<file path="src/rtl/fifo_pkg.sv">
// Shared FIFO constants and parameter helpers, used by the single-clock FIFO
// and the dual-clock sample FIFO.
package fifo_pkg;

   localparam int FIFO_MODE_STD  = 0;
   localparam int FIFO_MODE_FWFT = 1;

   // Occupancy counters and pointers need one bit above the address to reach DEPTH.
   function automatic int level_width(input int addr_width);
      return addr_width + 1;
   endfunction

   function automatic int fifo_depth(input int addr_width);
      return 1 << addr_width;
   endfunction

   function automatic bit thresh_ok(input int addr_width, input int afull, input int aempty);
      int depth;
      depth = 1 << addr_width;
      return (addr_width >= 1) && (afull >= 1) && (afull <= depth) &&
             (aempty >= 0) && (aempty <= depth - 1);
   endfunction

   function automatic bit mode_ok(input int mode);
      return (mode == FIFO_MODE_STD) || (mode == FIFO_MODE_FWFT);
   endfunction

endpackage

</file>
<file path="src/rtl/fifo_ram_1w1r.sv">
// Flop-based storage, one synchronous write port and one asynchronous read port.
module fifo_ram_1w1r
   import fifo_pkg::*;
#(
   parameter int DATA_WIDTH = 16,
   parameter int ADDR_WIDTH = 4
) (
   input  logic                  clk,
   input  logic                  wr_en,
   input  logic [ADDR_WIDTH-1:0] wr_addr,
   input  logic [DATA_WIDTH-1:0] wr_data,
   input  logic [ADDR_WIDTH-1:0] rd_addr,
   output logic [DATA_WIDTH-1:0] rd_data
);

   localparam int DEPTH = fifo_depth(ADDR_WIDTH);

   logic [DATA_WIDTH-1:0] mem_q [DEPTH];
   logic [DATA_WIDTH-1:0] mem_d [DEPTH];

   always_comb begin
      mem_d = mem_q;
      if (wr_en) begin
         mem_d[wr_addr] = wr_data;
      end
   end

   // Storage carries no reset: contents are only observable through valid pointers.
   always_ff @(posedge clk) begin
      mem_q <= mem_d;
   end

   assign rd_data = mem_q[rd_addr];

endmodule

</file>
<file path="src/rtl/sync_fifo_fwft.sv">
// Single-clock FIFO with selectable standard / first-word-fall-through read,
// occupancy and threshold flags, synchronous flush and sticky error flags.
module sync_fifo_fwft
   import fifo_pkg::*;
#(
   parameter int DATA_WIDTH    = 16,
   parameter int ADDR_WIDTH    = 4,
   parameter int FWFT          = 0,
   parameter int AFULL_THRESH  = 12,
   parameter int AEMPTY_THRESH = 2
) (
   input  logic                  clk,
   input  logic                  rst_n,
   input  logic                  flush,
   input  logic [DATA_WIDTH-1:0] wr_data,
   input  logic                  wr_en,
   output logic                  full,
   output logic                  almost_full,
   input  logic                  rd_en,
   output logic [DATA_WIDTH-1:0] rd_data,
   output logic                  rd_valid,
   output logic                  empty,
   output logic                  almost_empty,
   output logic [ADDR_WIDTH:0]   level,
   output logic                  overflow,
   output logic                  underflow,
   input  logic                  clr_err
);

   localparam int DEPTH = fifo_depth(ADDR_WIDTH);
   localparam int LW    = level_width(ADDR_WIDTH);

   localparam logic [LW-1:0] DEPTH_LVL  = LW'(DEPTH);
   localparam logic [LW-1:0] AFULL_LVL  = LW'(AFULL_THRESH);
   localparam logic [LW-1:0] AEMPTY_LVL = LW'(AEMPTY_THRESH);

   if (!thresh_ok(ADDR_WIDTH, AFULL_THRESH, AEMPTY_THRESH)) begin : g_bad_thresh
      $error("sync_fifo_fwft: ADDR_WIDTH or almost-full/almost-empty threshold out of range");
   end

   if (!mode_ok(FWFT)) begin : g_bad_mode
      $error("sync_fifo_fwft: FWFT must be FIFO_MODE_STD or FIFO_MODE_FWFT");
   end

   logic [LW-1:0] wr_ptr_q, wr_ptr_d;
   logic [LW-1:0] rd_ptr_q, rd_ptr_d;
   logic [LW-1:0] level_q,  level_d;
   logic          overflow_q,  overflow_d;
   logic          underflow_q, underflow_d;

   logic                  full_s, empty_s;
   logic                  wr_acc, rd_acc;
   logic                  ovf_set, unf_set;
   logic [DATA_WIDTH-1:0] ram_rdata;

   // Handshake: a write is taken on an edge where wr_en=1, full=0 and flush=0; a read
   // (or FWFT pop) on an edge where rd_en=1, empty=0 and flush=0. Requests outside
   // those conditions are dropped and, unless flushing, raise overflow/underflow.
   assign full_s  = (level_q == DEPTH_LVL);
   assign empty_s = (level_q == '0);

   assign wr_acc = wr_en & ~full_s & ~flush;
   assign rd_acc = rd_en & ~empty_s & ~flush;

   assign ovf_set = wr_en & full_s & ~flush;
   assign unf_set = rd_en & empty_s & ~flush;

   always_comb begin
      wr_ptr_d = wr_ptr_q;
      rd_ptr_d = rd_ptr_q;
      level_d  = level_q;
      if (flush) begin
         wr_ptr_d = '0;
         rd_ptr_d = '0;
         level_d  = '0;
      end else begin
         if (wr_acc) begin
            wr_ptr_d = wr_ptr_q + LW'(1);
         end
         if (rd_acc) begin
            rd_ptr_d = rd_ptr_q + LW'(1);
         end
         case ({wr_acc, rd_acc})
            2'b10:   level_d = level_q + LW'(1);
            2'b01:   level_d = level_q - LW'(1);
            default: level_d = level_q;
         endcase
      end
   end

   // A violation in the same cycle as clr_err keeps its flag set.
   always_comb begin
      overflow_d  = ovf_set | (overflow_q  & ~clr_err);
      underflow_d = unf_set | (underflow_q & ~clr_err);
   end

   always_ff @(posedge clk or negedge rst_n) begin
      if (!rst_n) begin
         wr_ptr_q    <= '0;
         rd_ptr_q    <= '0;
         level_q     <= '0;
         overflow_q  <= 1'b0;
         underflow_q <= 1'b0;
      end else begin
         wr_ptr_q    <= wr_ptr_d;
         rd_ptr_q    <= rd_ptr_d;
         level_q     <= level_d;
         overflow_q  <= overflow_d;
         underflow_q <= underflow_d;
      end
   end

   fifo_ram_1w1r #(
      .DATA_WIDTH (DATA_WIDTH),
      .ADDR_WIDTH (ADDR_WIDTH)
   ) u_ram (
      .clk     (clk),
      .wr_en   (wr_acc),
      .wr_addr (wr_ptr_q[ADDR_WIDTH-1:0]),
      .wr_data (wr_data),
      .rd_addr (rd_ptr_q[ADDR_WIDTH-1:0]),
      .rd_data (ram_rdata)
   );

   if (FWFT == FIFO_MODE_FWFT) begin : g_fwft
      // Head word is presented straight from storage; rd_en only advances the pointer.
      assign rd_data  = ram_rdata;
      assign rd_valid = ~empty_s;
   end else begin : g_std
      logic [DATA_WIDTH-1:0] rd_data_q,  rd_data_d;
      logic                  rd_valid_q, rd_valid_d;

      always_comb begin
         rd_valid_d = rd_acc;
         rd_data_d  = rd_acc ? ram_rdata : rd_data_q;
      end

      always_ff @(posedge clk or negedge rst_n) begin
         if (!rst_n) begin
            rd_data_q  <= '0;
            rd_valid_q <= 1'b0;
         end else begin
            rd_data_q  <= rd_data_d;
            rd_valid_q <= rd_valid_d;
         end
      end

      assign rd_data  = rd_data_q;
      assign rd_valid = rd_valid_q;
   end

   assign full         = full_s;
   assign empty        = empty_s;
   assign almost_full  = (level_q >= AFULL_LVL);
   assign almost_empty = (level_q <= AEMPTY_LVL);
   assign level        = level_q;
   assign overflow     = overflow_q;
   assign underflow    = underflow_q;

endmodule

</file>
<file path="config.mk">
export PLATFORM = sky130hd
export DESIGN_NAME = sync_fifo_fwft
export DESIGN_NICKNAME = d
export VERILOG_FILES = /design/src/rtl/fifo_pkg.sv /design/src/rtl/fifo_ram_1w1r.sv /design/src/rtl/sync_fifo_fwft.sv
export SDC_FILE = /design/constraint.sdc
export NUM_CORES = 1
export LEC_CHECK = 0
export ABC_AREA = 1
export CELL_PAD_IN_SITES_DETAIL_PLACEMENT = 1
export CELL_PAD_IN_SITES_GLOBAL_PLACEMENT = 1
export CORE_ASPECT_RATIO = 1.1
export CORE_MARGIN = 5
export CORE_UTILIZATION = 50
export CTS_CLUSTER_DIAMETER = 200
export CTS_CLUSTER_SIZE = 20
export DETAILED_ROUTE_END_ITERATION = 10
export PLACE_DENSITY_LB_ADDON = 0.1
export SETUP_SLACK_MARGIN = 0.3
export SYNTH_ARGS = -nofsm -noshare
export SYNTH_HDL_FRONTEND = slang
export SYNTH_SLANG_ARGS = --single-unit
</file>
<file path="constraint.sdc">
create_clock -name clk -period 3.3 [get_ports clk]
set_clock_uncertainty 0.15 [all_clocks]
set_input_delay 0.33 -clock clk [delete_from_list [all_inputs] [get_ports clk]]
set_output_delay 0.33 -clock clk [all_outputs]
set_load 0.01 [all_outputs]
</file>
Figure 1. Pin map.
(3 px per um) Pins as bars across the die edge, other pins in grey.
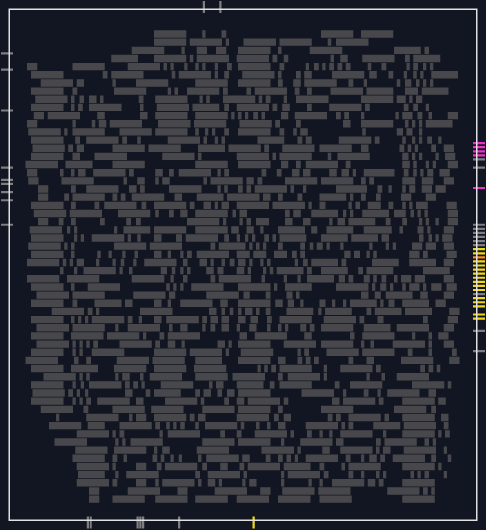
[`level`] magenta | pins: 5 | direction: output | edge: east
[`rd_data`] yellow | pins: 16 | direction: output | edge: 15 east, 1 south
[`overflow`] orange | pins: 1 | direction: output | edge: east
all pins by edge: 32 east, 9 west, 7 south, 2 north
I/O Buffers: 49
Die W: 155 um
die height: 170 um

Figure 2. Met2 routing.
(2 px per um)
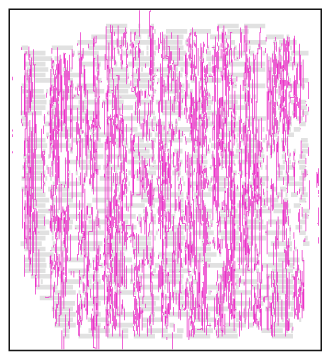
wire length on this layer: 15400 um
share of all routed wire: 48%
longest straight run: 66.3 um
routed via count: 7696
met2 Usage GRT: 39.9%
Post-Route WL: 32200 um

Figure 3. A small window of the routed layout.
Window x 58 to 98, y 65 to 105 um. Cells in grey, sequential cells in the stronger grey; small squares are vias.
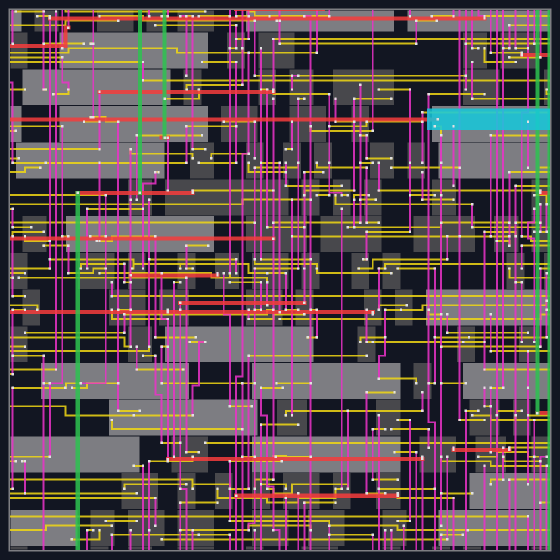
[met2] magenta
[met1] yellow
[met5] cyan
[met4] green
[met3] red
cells with their middle in the window: 98
sequential cells in the window: 19
netlist names of flops here include: `u_ram.mem_q` (14), `wr_ptr_q` (3), `rd_data` (2)
most frequent: nor2_1 (17), edfxtp_1 (14), buf_4 (12)

Figure 4. Placed standard cells.
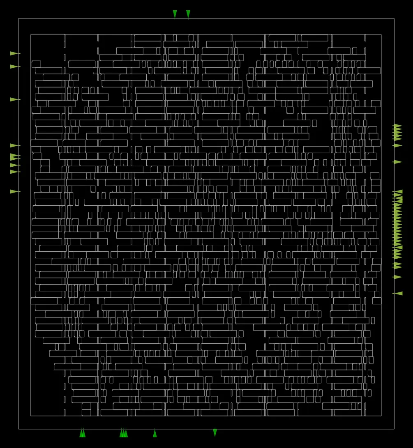
Tapcells: 300
Placeable Area: 0.0229 mm^2
Seq/total area: 65.4%
Core Rows: 58

Figure 5. Signal wires by layer.
(2 px per um) Only two layers are drawn.
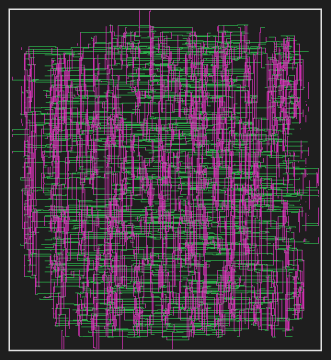
[met1] green | wire length: 14000 um
[met2] magenta | wire length: 15400 um

==> impl_metrics.env <==
# flow metrics
export IMPL_drv_cap=0
export IMPL_fin_util_pct=56.9
export IMPL_cts_tree="built"
export IMPL_path_buffers=1
export IMPL_grt_ovfl_total=0
export IMPL_syn_inst=932
export IMPL_fp_utilization_pct=50.8
export IMPL_fillers=2311
export IMPL_finalCriticalPeriod_ns=2.59
export IMPL_numSynthFlops=288
export IMPL_crit_slowest_cell="dfrtp_4"
export IMPL_routabilityCongestion=0.914
export IMPL_status="complete, no violations"
export IMPL_chip_area_mm2=0.0264
export IMPL_start_kind="flip-flop"
export IMPL_ir_drop_mv=0.404
export IMPL_final_max_slew_viol_count=0
export IMPL_cts_sinks=288
export IMPL_top_area_cell="edfxtp_1"
export IMPL_synth_avg_cell_area_um2=12.5
export IMPL_grtUsageTotal_pct=24.5
==> path summary, 6_finish.rpt <==
path / start / end / depth (start not counted)
min: clr_err / overflow / 2
max reg2reg: rd_ptr_q[1] / rd_data[11] / 5
max: rd_ptr_q[1] / rd_data[11] / 5
min in group asynchronous: rst_n / rd_valid / 2
max in group asynchronous: rst_n / rd_ptr_q[1] / 2
min reg2reg: underflow / underflow / 2
==> state kept, by name, summed over array words and instances (netlist names) <==
signal and count:
rd_ptr_q 4, overflow 1, rd_data 16, wr_ptr_q 4, rd_valid 1, level 5, underflow 1, u_ram.mem_q 256
==> repair_timing <==
| action | CTS | global route |
|---|---|---|
| hold buffers | 1 | 0 |
| endpoints found under the hold margin | 32 | 0 |
| gates resized | 0 | 0 |
==> report_power, final <==
| part | internal [W] | leakage [nW] | total [W] | switching (W) |
|---|---|---|---|---|
| sequential | 0.00416 | 2.69 | 0.00443 | 0.000273 |
| combinational | 0.000943 | 1.37 | 0.00267 | 0.00173 |
| clock | 0.00109 | 0.255 | 0.00224 | 0.00115 |
| total | 0.00619 | 4.32 | 0.00935 | 0.00315 |
==> area by class of cell <==
class,count,share of cell area (%)
flip-flops and latches,288,65.4
inverters,26,0.760
well taps,300,2.89
clock inverters,1,0.125
repair buffers,80,5.54
clock buffers,31,4.00
multi-input cells,562,21.3
==> logic make-up after synthesis <==
logic type,share of synthesized area [%]
simple gates,10.9
flops,73.1
compound gates,12.0
buf+inv,3.14
fa+ha+maj,0.754
xor+xnor,0.0754
==> per-stage QoR <==
step | hold WS (ns) | total power (W) | setup WS (ns) | instance area [um^2]
floorplan | -0.116 | 0.00603 | 1.07 | 11600
global placement | 0.279 | 0.00706 | 0.750 | 12500
detailed placement | 0.291 | 0.00720 | 0.625 | 12500
CTS | 0.255 | 0.00943 | 0.739 | 13000
global route | 0.282 | 0.00985 | 0.589 | 13000
finish | 0.265 | 0.00935 | 0.711 | 13000
==> cell usage after synthesis (all sizes together) <==
cell type and n:
a21oi 4, nand2 47, edfxtp 256, a31oi 16
nor2 232, o211ai 64, nand3 30, xnor2 1
nor3 2, buf 31, clkbuf 25, ha 7
o21ai 157, o22ai 1, nand4 1, clkinv 2
dfrtp 32, inv 24
==> metal layers <==
layer | share of wire (%) | track usage [%] | routed length [um]
met1 | 44 | 35.9 | 14000
met2 | 48 | 39.9 | 15400
met3 | 7.0 | 3.51 | 2250
met4 | 1.6 | 4.76 | 524
met5 | 0.040 | 0 | 13
Power figures rest on the tool's default switching activity, not on a simulated workload.
